`src/rtl/cmp_result_monitor_if.sv`:
```
// Bundles the comparator-flag sample stream and the result summary of cmp_result_monitor.
interface cmp_result_monitor_if #(
  parameter int unsigned CNT_W = 8,
  parameter int unsigned RUN_W = 8
);
  logic             start;
  logic             in_valid;
  logic             a_gt_b;
  logic             a_lt_b;
  logic             a_eq_b;
  logic             in_ready;
  logic             busy;
  logic             done;
  logic [CNT_W-1:0] gt_cnt;
  logic [CNT_W-1:0] lt_cnt;
  logic [CNT_W-1:0] eq_cnt;
  logic [CNT_W-1:0] err_cnt;
  logic [RUN_W-1:0] max_eq_run;
  logic             illegal;

  // Sample source and result reader.
  modport master (
    output start, in_valid, a_gt_b, a_lt_b, a_eq_b,
    input  in_ready, busy, done, gt_cnt, lt_cnt, eq_cnt, err_cnt, max_eq_run, illegal
  );

  // The monitor itself.
  modport slave (
    input  start, in_valid, a_gt_b, a_lt_b, a_eq_b,
    output in_ready, busy, done, gt_cnt, lt_cnt, eq_cnt, err_cnt, max_eq_run, illegal
  );
endinterface

```
`src/rtl/cmp_result_monitor.sv`:
```
// Windowed summary of 2-bit comparator result flags: per-class counts, illegal-flag
// count, and the longest run of consecutive EQ samples over WIN accepted samples.
module cmp_result_monitor #(
  parameter int unsigned CNT_W = 8,
  parameter int unsigned RUN_W = 8,
  parameter int unsigned WIN   = 16
) (
  input logic                clk,
  input logic                rst_n,
  cmp_result_monitor_if.slave bus
);

  localparam int unsigned SMP_W = $clog2(WIN + 1);
  localparam logic [SMP_W-1:0] LAST_SMP = SMP_W'(WIN - 1);

  typedef enum logic [1:0] {StIdle, StRun, StDone} state_e;

  state_e           state_q;
  logic [SMP_W-1:0] smp_cnt_q;
  logic [CNT_W-1:0] gt_q, lt_q, eq_q, err_q;
  logic [RUN_W-1:0] cur_run_q, max_run_q;
  logic             illegal_q;

  logic             accept;
  logic             is_gt, is_lt, is_eq;
  logic [RUN_W-1:0] run_inc;

  function automatic logic [CNT_W-1:0] sat_inc(input logic [CNT_W-1:0] v);
    return (&v) ? v : v + 1'b1;
  endfunction

  // Handshake, sample decode and saturating next run length.
  always_comb begin
    accept  = bus.in_valid && (state_q == StRun);
    is_gt   = ({bus.a_gt_b, bus.a_lt_b, bus.a_eq_b} == 3'b100);
    is_lt   = ({bus.a_gt_b, bus.a_lt_b, bus.a_eq_b} == 3'b010);
    is_eq   = ({bus.a_gt_b, bus.a_lt_b, bus.a_eq_b} == 3'b001);
    run_inc = (&cur_run_q) ? cur_run_q : cur_run_q + 1'b1;
  end

  assign bus.in_ready   = (state_q == StRun);
  assign bus.busy       = (state_q != StIdle);
  assign bus.done       = (state_q == StDone);
  assign bus.gt_cnt     = gt_q;
  assign bus.lt_cnt     = lt_q;
  assign bus.eq_cnt     = eq_q;
  assign bus.err_cnt    = err_q;
  assign bus.max_eq_run = max_run_q;
  assign bus.illegal    = illegal_q;

  // Window FSM and result registers; results hold after DONE until the next start.
  always_ff @(posedge clk or negedge rst_n) begin
    if (!rst_n) begin
      state_q   <= StIdle;
      smp_cnt_q <= '0;
      gt_q      <= '0;
      lt_q      <= '0;
      eq_q      <= '0;
      err_q     <= '0;
      cur_run_q <= '0;
      max_run_q <= '0;
      illegal_q <= 1'b0;
    end else begin
      unique case (state_q)
        StIdle: begin
          if (bus.start) begin
            state_q   <= StRun;
            smp_cnt_q <= '0;
            gt_q      <= '0;
            lt_q      <= '0;
            eq_q      <= '0;
            err_q     <= '0;
            cur_run_q <= '0;
            max_run_q <= '0;
            illegal_q <= 1'b0;
          end
        end
        StRun: begin
          if (accept) begin
            smp_cnt_q <= smp_cnt_q + 1'b1;
            if (is_eq) begin
              eq_q      <= sat_inc(eq_q);
              cur_run_q <= run_inc;
              if (run_inc > max_run_q) max_run_q <= run_inc;
            end else begin
              // Any non-EQ accepted sample, legal or not, ends the current EQ run.
              cur_run_q <= '0;
              if (is_gt) begin
                gt_q <= sat_inc(gt_q);
              end else if (is_lt) begin
                lt_q <= sat_inc(lt_q);
              end else begin
                err_q     <= sat_inc(err_q);
                illegal_q <= 1'b1;
              end
            end
            if (smp_cnt_q == LAST_SMP) state_q <= StDone;
          end
        end
        StDone: state_q <= StIdle;
        default: state_q <= StIdle;
      endcase
    end
  end

endmodule

```
`src/flat_wrapper.sv`:
```
// flat-port wrapper written by rule: the top's interface ports become plain ports
module cmp_result_monitor_flat 
#(
  parameter int unsigned CNT_W = 8,
  parameter int unsigned RUN_W = 8,
  parameter int unsigned WIN   = 16
)
  (clk, rst_n, bus_start, bus_in_valid, bus_a_gt_b, bus_a_lt_b, bus_a_eq_b, bus_in_ready, bus_busy, bus_done, bus_gt_cnt, bus_lt_cnt, bus_eq_cnt, bus_err_cnt, bus_max_eq_run, bus_illegal);
  cmp_result_monitor_if #(.CNT_W(CNT_W), .RUN_W(RUN_W)) bus_i ();
  input logic clk;
  input logic rst_n;
  input wire logic [$bits(bus_i.start)-1:0] bus_start;
  input wire logic [$bits(bus_i.in_valid)-1:0] bus_in_valid;
  input wire logic [$bits(bus_i.a_gt_b)-1:0] bus_a_gt_b;
  input wire logic [$bits(bus_i.a_lt_b)-1:0] bus_a_lt_b;
  input wire logic [$bits(bus_i.a_eq_b)-1:0] bus_a_eq_b;
  output wire logic [$bits(bus_i.in_ready)-1:0] bus_in_ready;
  output wire logic [$bits(bus_i.busy)-1:0] bus_busy;
  output wire logic [$bits(bus_i.done)-1:0] bus_done;
  output wire logic [$bits(bus_i.gt_cnt)-1:0] bus_gt_cnt;
  output wire logic [$bits(bus_i.lt_cnt)-1:0] bus_lt_cnt;
  output wire logic [$bits(bus_i.eq_cnt)-1:0] bus_eq_cnt;
  output wire logic [$bits(bus_i.err_cnt)-1:0] bus_err_cnt;
  output wire logic [$bits(bus_i.max_eq_run)-1:0] bus_max_eq_run;
  output wire logic [$bits(bus_i.illegal)-1:0] bus_illegal;
  assign bus_i.start = bus_start;
  assign bus_i.in_valid = bus_in_valid;
  assign bus_i.a_gt_b = bus_a_gt_b;
  assign bus_i.a_lt_b = bus_a_lt_b;
  assign bus_i.a_eq_b = bus_a_eq_b;
  assign bus_in_ready = bus_i.in_ready;
  assign bus_busy = bus_i.busy;
  assign bus_done = bus_i.done;
  assign bus_gt_cnt = bus_i.gt_cnt;
  assign bus_lt_cnt = bus_i.lt_cnt;
  assign bus_eq_cnt = bus_i.eq_cnt;
  assign bus_err_cnt = bus_i.err_cnt;
  assign bus_max_eq_run = bus_i.max_eq_run;
  assign bus_illegal = bus_i.illegal;
  cmp_result_monitor #(.CNT_W(CNT_W), .RUN_W(RUN_W), .WIN(WIN)) u_core (.clk(clk), .rst_n(rst_n), .bus(bus_i));
endmodule
```
`config.mk`:
```
export PLATFORM = sky130hd
export DESIGN_NAME = cmp_result_monitor_flat
export DESIGN_NICKNAME = d
export VERILOG_FILES = /design/src/rtl/cmp_result_monitor_if.sv /design/src/rtl/cmp_result_monitor.sv /design/src/flat_wrapper.sv
export SDC_FILE = /design/constraint.sdc
export NUM_CORES = 1
export LEC_CHECK = 0
export CAP_MARGIN = 10
export CORE_MARGIN = 8
export CORE_UTILIZATION = 48
export DETAILED_ROUTE_END_ITERATION = 7
export GPL_TIMING_DRIVEN = 1
export PLACE_DENSITY = 0.77
export RECOVER_POWER = 100
export SYNTH_ARGS = -nofsm -noshare
export SYNTH_HDL_FRONTEND = slang
export SYNTH_SLANG_ARGS = --single-unit
export TNS_END_PERCENT = 20
```
`constraint.sdc`:
```
create_clock -name clk -period 2.9 [get_ports clk]
set_input_delay 0.435 -clock clk [delete_from_list [all_inputs] [get_ports clk]]
set_output_delay 0.435 -clock clk [all_outputs]
set_load 0.02 [all_outputs]
```
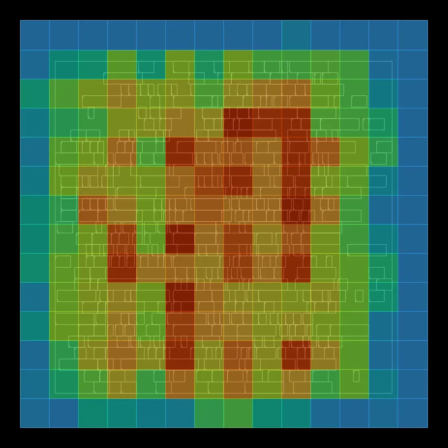
Run 1: congestion heat map
met2 usage: 0.2531
Routed WL per cell: 16.36 um
global route hottest layer: met2

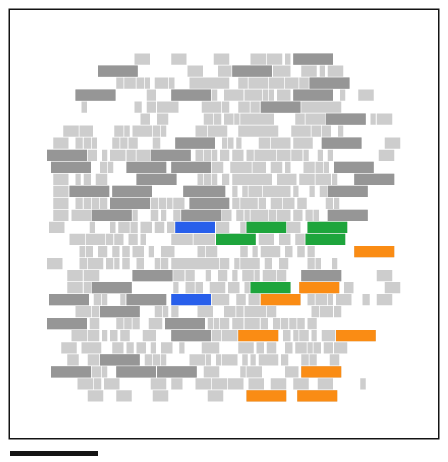
Run 1: where the registers sit
Bar = 20 um. Other sequential cells in the stronger grey, the rest of the logic in the fainter grey.
Key: orange = u_core.bus.err_cnt [flops 8, where south-east]; blue = u_core.state_q [flops 2]; green = u_core.smp_cnt_q [flops 5, where centre]
Another 41 sequential cells are not coloured.
sequential power: 1.18 mW
FF/Latch Area: 1403 um^2
flop share of the area: 0.3488
Core Util, Final: 0.6369

==> impl_metrics.toml, run 1 <==
# implementation run metrics
[worst_setup_path]
slowest_delay_ns = 0.46
path_max_fanout = 8
crit_path_start = "u_core.cur_run_q[1]"
worstPathRequired_ns = 3.09
cp_common_cell = "ha_4"
crit_path_end = "u_core.bus.max_eq_run[7]"
cp_cell_sequence = "ha_4 -> and3_4 -> nand3_4 -> mux2i_2 -> inv_1 -> ha_4 -> nor2b_2 -> o21ai_0 -> nor4bb_4 -> buf_4 -> o31ai_4 -> o22ai_1"
start_kind = "flop"
path_depth = 12
crit_buf_inv = 2
path_class = "reg2reg"

[min_path]
holdCritPathClass = "in2async"

[power]
pwr-share-clk = 0.173
combPwrFrac = 0.435
power_leader = "combinational cells"
power_switching_share = 0.3945
switching_power_mw = 1.192
powerClk_mw = 0.523
p_total_mw = 3.022
p_per_area_nw_per_um2 = 751.5
pg_comb_mw = 1.31

[grt]
grt_use_met1 = 0.2066
grt_start_max_net_pins = 40
grt-ovfl-total = 0
antenna_found_initial = 0

[layout]
largest_class = "multi-input combinational cells"
antenna_cells = 0
instances_no_fill = 485
clk_share = 0.02769
n_all_buffers = 67
lay_top_cells = "dfrtp_1 (55), dlygate4sd3_1 (46), o21ai_0 (35)"
inv_count = 23
drive_above_1_share = 0.1054
flop-count = 56

[place]
place_inst = 473
placed_area_um2 = 3800
pre_cts_ws_ns = 0.01087
portBuffers = 50

[timing]
setup_slack_ns = 0.1054
slew_viol_final = 0
hold_viol = 0
finalSetupViolCount = 0
tns_ns = 0
max_freq_mhz = 357.8

[outcome]
status = "completed"

[floorplanning]
taps = 77
die_h_um = 96.76
fp-utilization = 0.4958
die_w_um = 96.76

[clock_network]
cts.sinks = 56
clockRootBuffer = "clkbuf_8"
cts_setup_buffers = 0
h-tree-depth = 2
cts_buffer_depth = 2
hold_buffers = 0
clock_latency_ns = 0.31
ctsResizeCount = 1

[synth]
syn_nets = 363
yosysTopAreaCell = "dfrtp_1"
ys_warn_count = 0
synth_seq_share = 0.4476
synth_flops = 56
syn_area_per_cell_um2 = 9.180
top_cells_by_area = "dfrtp_1 (45%), ha_1 (6.0%), o21ai_0 (5.9%), nand2_1 (4.1%), nand3_1 (4.0%)"
logic_family = "simple AND/OR/NAND/NOR gates"
ys_cells = 341
synthDistinctLibCells = 47
simple_gate_area_frac = 0.2338
adder_share = 0.05995
synth_top_area_share = 0.4476
aoi_share = 0.1910
common_cells = "dfrtp_1 (56), o21ai_0 (37), nand2_1 (34)"
xor_share = 0.01399
synthCells = 341

[flow_run]
warning_count = 26
drv_cap = 0

[routing]
wl_met2_mm = 3.741
highest_layer = "met4"
final_antenna_net_count = 0
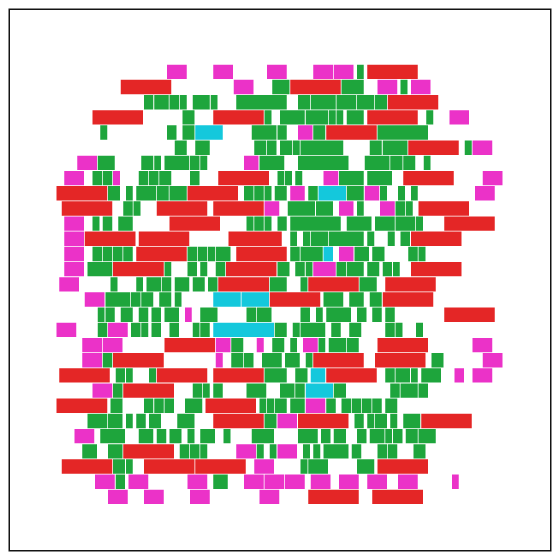
Run 1: cells coloured by class
Key: magenta = other buffers and delay cells [cells 67, share of their area 15%]; red = flip-flops [cells 56, share of their area 36%]; cyan = clock drivers and dummy loads [cells 8, share of their area 2.8%]; green = all other logic [cells 277, share of their area 46%]
core area: 6314 um^2
Finished Cell Area: 4021 um^2
row count: 29

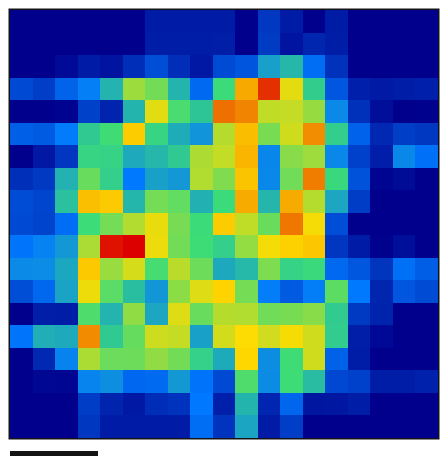
Run 1: wire density map
Bar = 20 um. 19 x 19 tiles, from dark blue (low) to red (high), scaled to the fullest tile. Values are wire area over tile area, all layers added.
The densest ninth of the die: centre. The fullest tile reaches 0.46. 21% of the tiles are nearly empty. 27% of the tiles are over half the peak. The mean over all tiles is 0.14.
routed vias: 2895
All-Layer GR Usage: 0.1606
routed wire length: 7.936 mm

==> inputs of run 2 (changes only) <==
--- a/config.mk
+++ b/config.mk
@@ -8,6 +8,7 @@
 export CAP_MARGIN = 10
 export CORE_MARGIN = 8
 export CORE_UTILIZATION = 48
+export CTS_CLUSTER_SIZE = 25
 export DETAILED_ROUTE_END_ITERATION = 7
 export GPL_TIMING_DRIVEN = 1
 export PLACE_DENSITY = 0.77
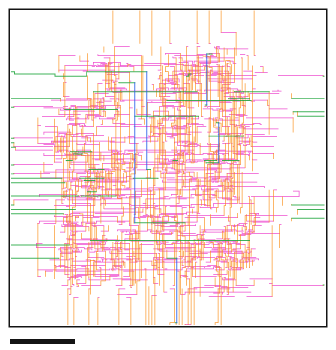
Run 2: wiring by layer
Bar = 20 um.
Key: magenta = met1 [wire length 3580 um]; orange = met2 [wire length 3740 um]; blue = met4 [wire length 120 um]; green = met3 [wire length 500 um]

==> impl_metrics.toml, run 2 <==
# implementation run metrics
[outcome]
status = "completed"

[floorplanning]
core_area_um2 = 6314
die_h_um = 96.76
die_w_um = 96.76
fp-utilization = 0.4958
rows = 29
taps = 77

[synth]
top_cells_by_area = "dfrtp_1 (45%), ha_1 (6.0%), o21ai_0 (5.9%), nand2_1 (4.1%), nand3_1 (4.0%)"
simple_gate_area_frac = 0.2338
yosysTopAreaCell = "dfrtp_1"
common_cells = "dfrtp_1 (56), o21ai_0 (37), nand2_1 (34)"
synth_top_area_share = 0.4476
syn_nets = 363
ys_warn_count = 0
ys_cells = 341
synthCells = 341
xor_share = 0.01399
synthDistinctLibCells = 47
syn_area_per_cell_um2 = 9.180
logic_family = "simple AND/OR/NAND/NOR gates"

[power]
pg_seq_mw = 1.18
p_per_area_nw_per_um2 = 751.5
powerClk_mw = 0.523
power_switching_share = 0.3945
p_total_mw = 3.022
pwr-share-clk = 0.173
switching_power_mw = 1.192
power_leader = "combinational cells"
pg_comb_mw = 1.31

[routing]
highest_layer = "met4"
final_antenna_net_count = 0
wl_met1_mm = 3.575
wl_met2_mm = 3.741
vias = 2895

[clock_network]
cts.sinks = 56
cts_setup_buffers = 0
cts_buffer_depth = 2
ctsResizeCount = 1
clock_latency_ns = 0.31
clockRootBuffer = "clkbuf_8"
hold_buffers = 0

[place]
placed_area_um2 = 3800
portBuffers = 50
pre_cts_ws_ns = 0.01087

[layout]
lay_top_cells = "dfrtp_1 (55), dlygate4sd3_1 (46), o21ai_0 (35)"
antenna_cells = 0
inv_count = 23
flop-count = 56
utilization = 0.6369
largest_class = "multi-input combinational cells"
drive_above_1_share = 0.1054
clk_share = 0.02769

[worst_setup_path]
path_depth = 12
slowest_delay_ns = 0.46
path_max_fanout = 8
cp_common_cell = "ha_4"
worstPathRequired_ns = 3.09
cp_cell_sequence = "ha_4 -> and3_4 -> nand3_4 -> mux2i_2 -> inv_1 -> ha_4 -> nor2b_2 -> o21ai_0 -> nor4bb_4 -> buf_4 -> o31ai_4 -> o22ai_1"
crit_path_start = "u_core.cur_run_q[1]"

[grt]
grt-ovfl-total = 0
antenna_found_initial = 0
grt_use_met1 = 0.2066
grt_use_met2 = 0.2531
grt_busiest_layer = "met2"
grt_start_max_net_pins = 40

[timing]
tns_ns = 0
finalSetupViolCount = 0
slew_viol_final = 0
setup_slack_ns = 0.1054
hold_viol = 0

[flow_run]
drv_cap = 0
warning_count = 26
==> inputs of run 3 (changes only) <==
==> constraint.sdc (replaced) <==
create_clock -name clk -period 2.9 [get_ports clk]
set_input_delay 0.29 -clock clk [delete_from_list [all_inputs] [get_ports clk]]
set_output_delay 0.29 -clock clk [all_outputs]
set_load 0.02 [all_outputs]
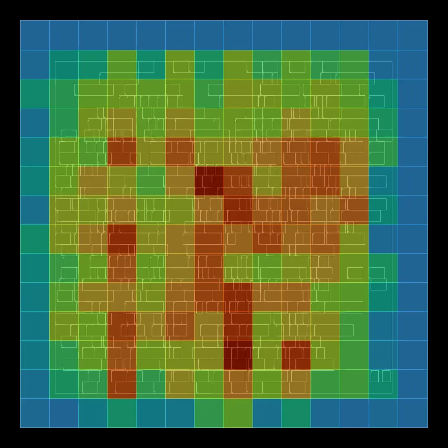
Run 3: congestion heat map
met2 usage: 0.2651
met1 Use GR: 0.1899
All-Layer GR Usage: 0.1586
Core Util, Final: 0.6167

==> impl_metrics.toml, run 3 <==
# implementation run metrics
[power]
p_total_mw = 2.867
p_per_area_nw_per_um2 = 736.3
switching_power_mw = 1.149
powerClk_mw = 0.431
pwr-share-clk = 0.150
pg_seq_mw = 1.18
power_leader = "combinational cells"

[clock_network]
ctsResizeCount = 3
cts_setup_buffers = 0
cts.sinks = 56
clockRootBuffer = "clkbuf_8"
hold_buffers = 0
cts_buffer_depth = 2
clock_latency_ns = 0.32

[synth]
top_cells_by_area = "dfrtp_1 (45%), ha_1 (6.0%), o21ai_0 (5.9%), nand2_1 (4.1%), nand3_1 (4.0%)"
logic_family = "simple AND/OR/NAND/NOR gates"
synth_top_area_share = 0.4476
ys_cells = 341
synthCells = 341
ys_warn_count = 0
synthDistinctLibCells = 47
simple_gate_area_frac = 0.2338
syn_area_per_cell_um2 = 9.180
yosysTopAreaCell = "dfrtp_1"
common_cells = "dfrtp_1 (56), o21ai_0 (37), nand2_1 (34)"
syn_nets = 363
xor_share = 0.01399
adder_share = 0.05995

[grt]
grt_busiest_layer = "met2"
grt_start_max_net_pins = 57
grt-ovfl-total = 0

[layout]
antenna_cells = 0
flop-count = 56
fillCellCount = 558
inv_count = 23
clk_share = 0.02185
lay_top_cells = "dfrtp_1 (56), dlygate4sd3_1 (45), o21ai_0 (37)"
largest_class = "multi-input combinational cells"
drive_above_1_share = 0.07214

[flow_run]
drv_cap = 0
warning_count = 27

[place]
place_inst = 470
portBuffers = 50
placed_area_um2 = 3777
pre_cts_ws_ns = -0.01977

[floorplanning]
fp-utilization = 0.4958
die_h_um = 96.76
taps = 77
die_w_um = 96.76
core_area_um2 = 6314

[timing]
setup_slack_ns = 0.04948
slew_viol_final = 0
tns_ns = 0
hold_viol = 0
finalSetupViolCount = 0

[routing]
dr.pass1.iters = 4
vias = 2834
wl_met2_mm = 3.686
wl_met1_mm = 3.411
vias_per_cell = 5.916
highest_layer = "met4"
final_antenna_net_count = 0

[worst_setup_path]
path_depth = 14
worstPathRequired_ns = 3.14
slowest_delay_ns = 0.43
critPathSlowestCell = "dfrtp_1"
path_max_fanout = 8
arrival_ns = 3.09

[outcome]
status = "completed"
Power is estimated from default activity; no workload was simulated.
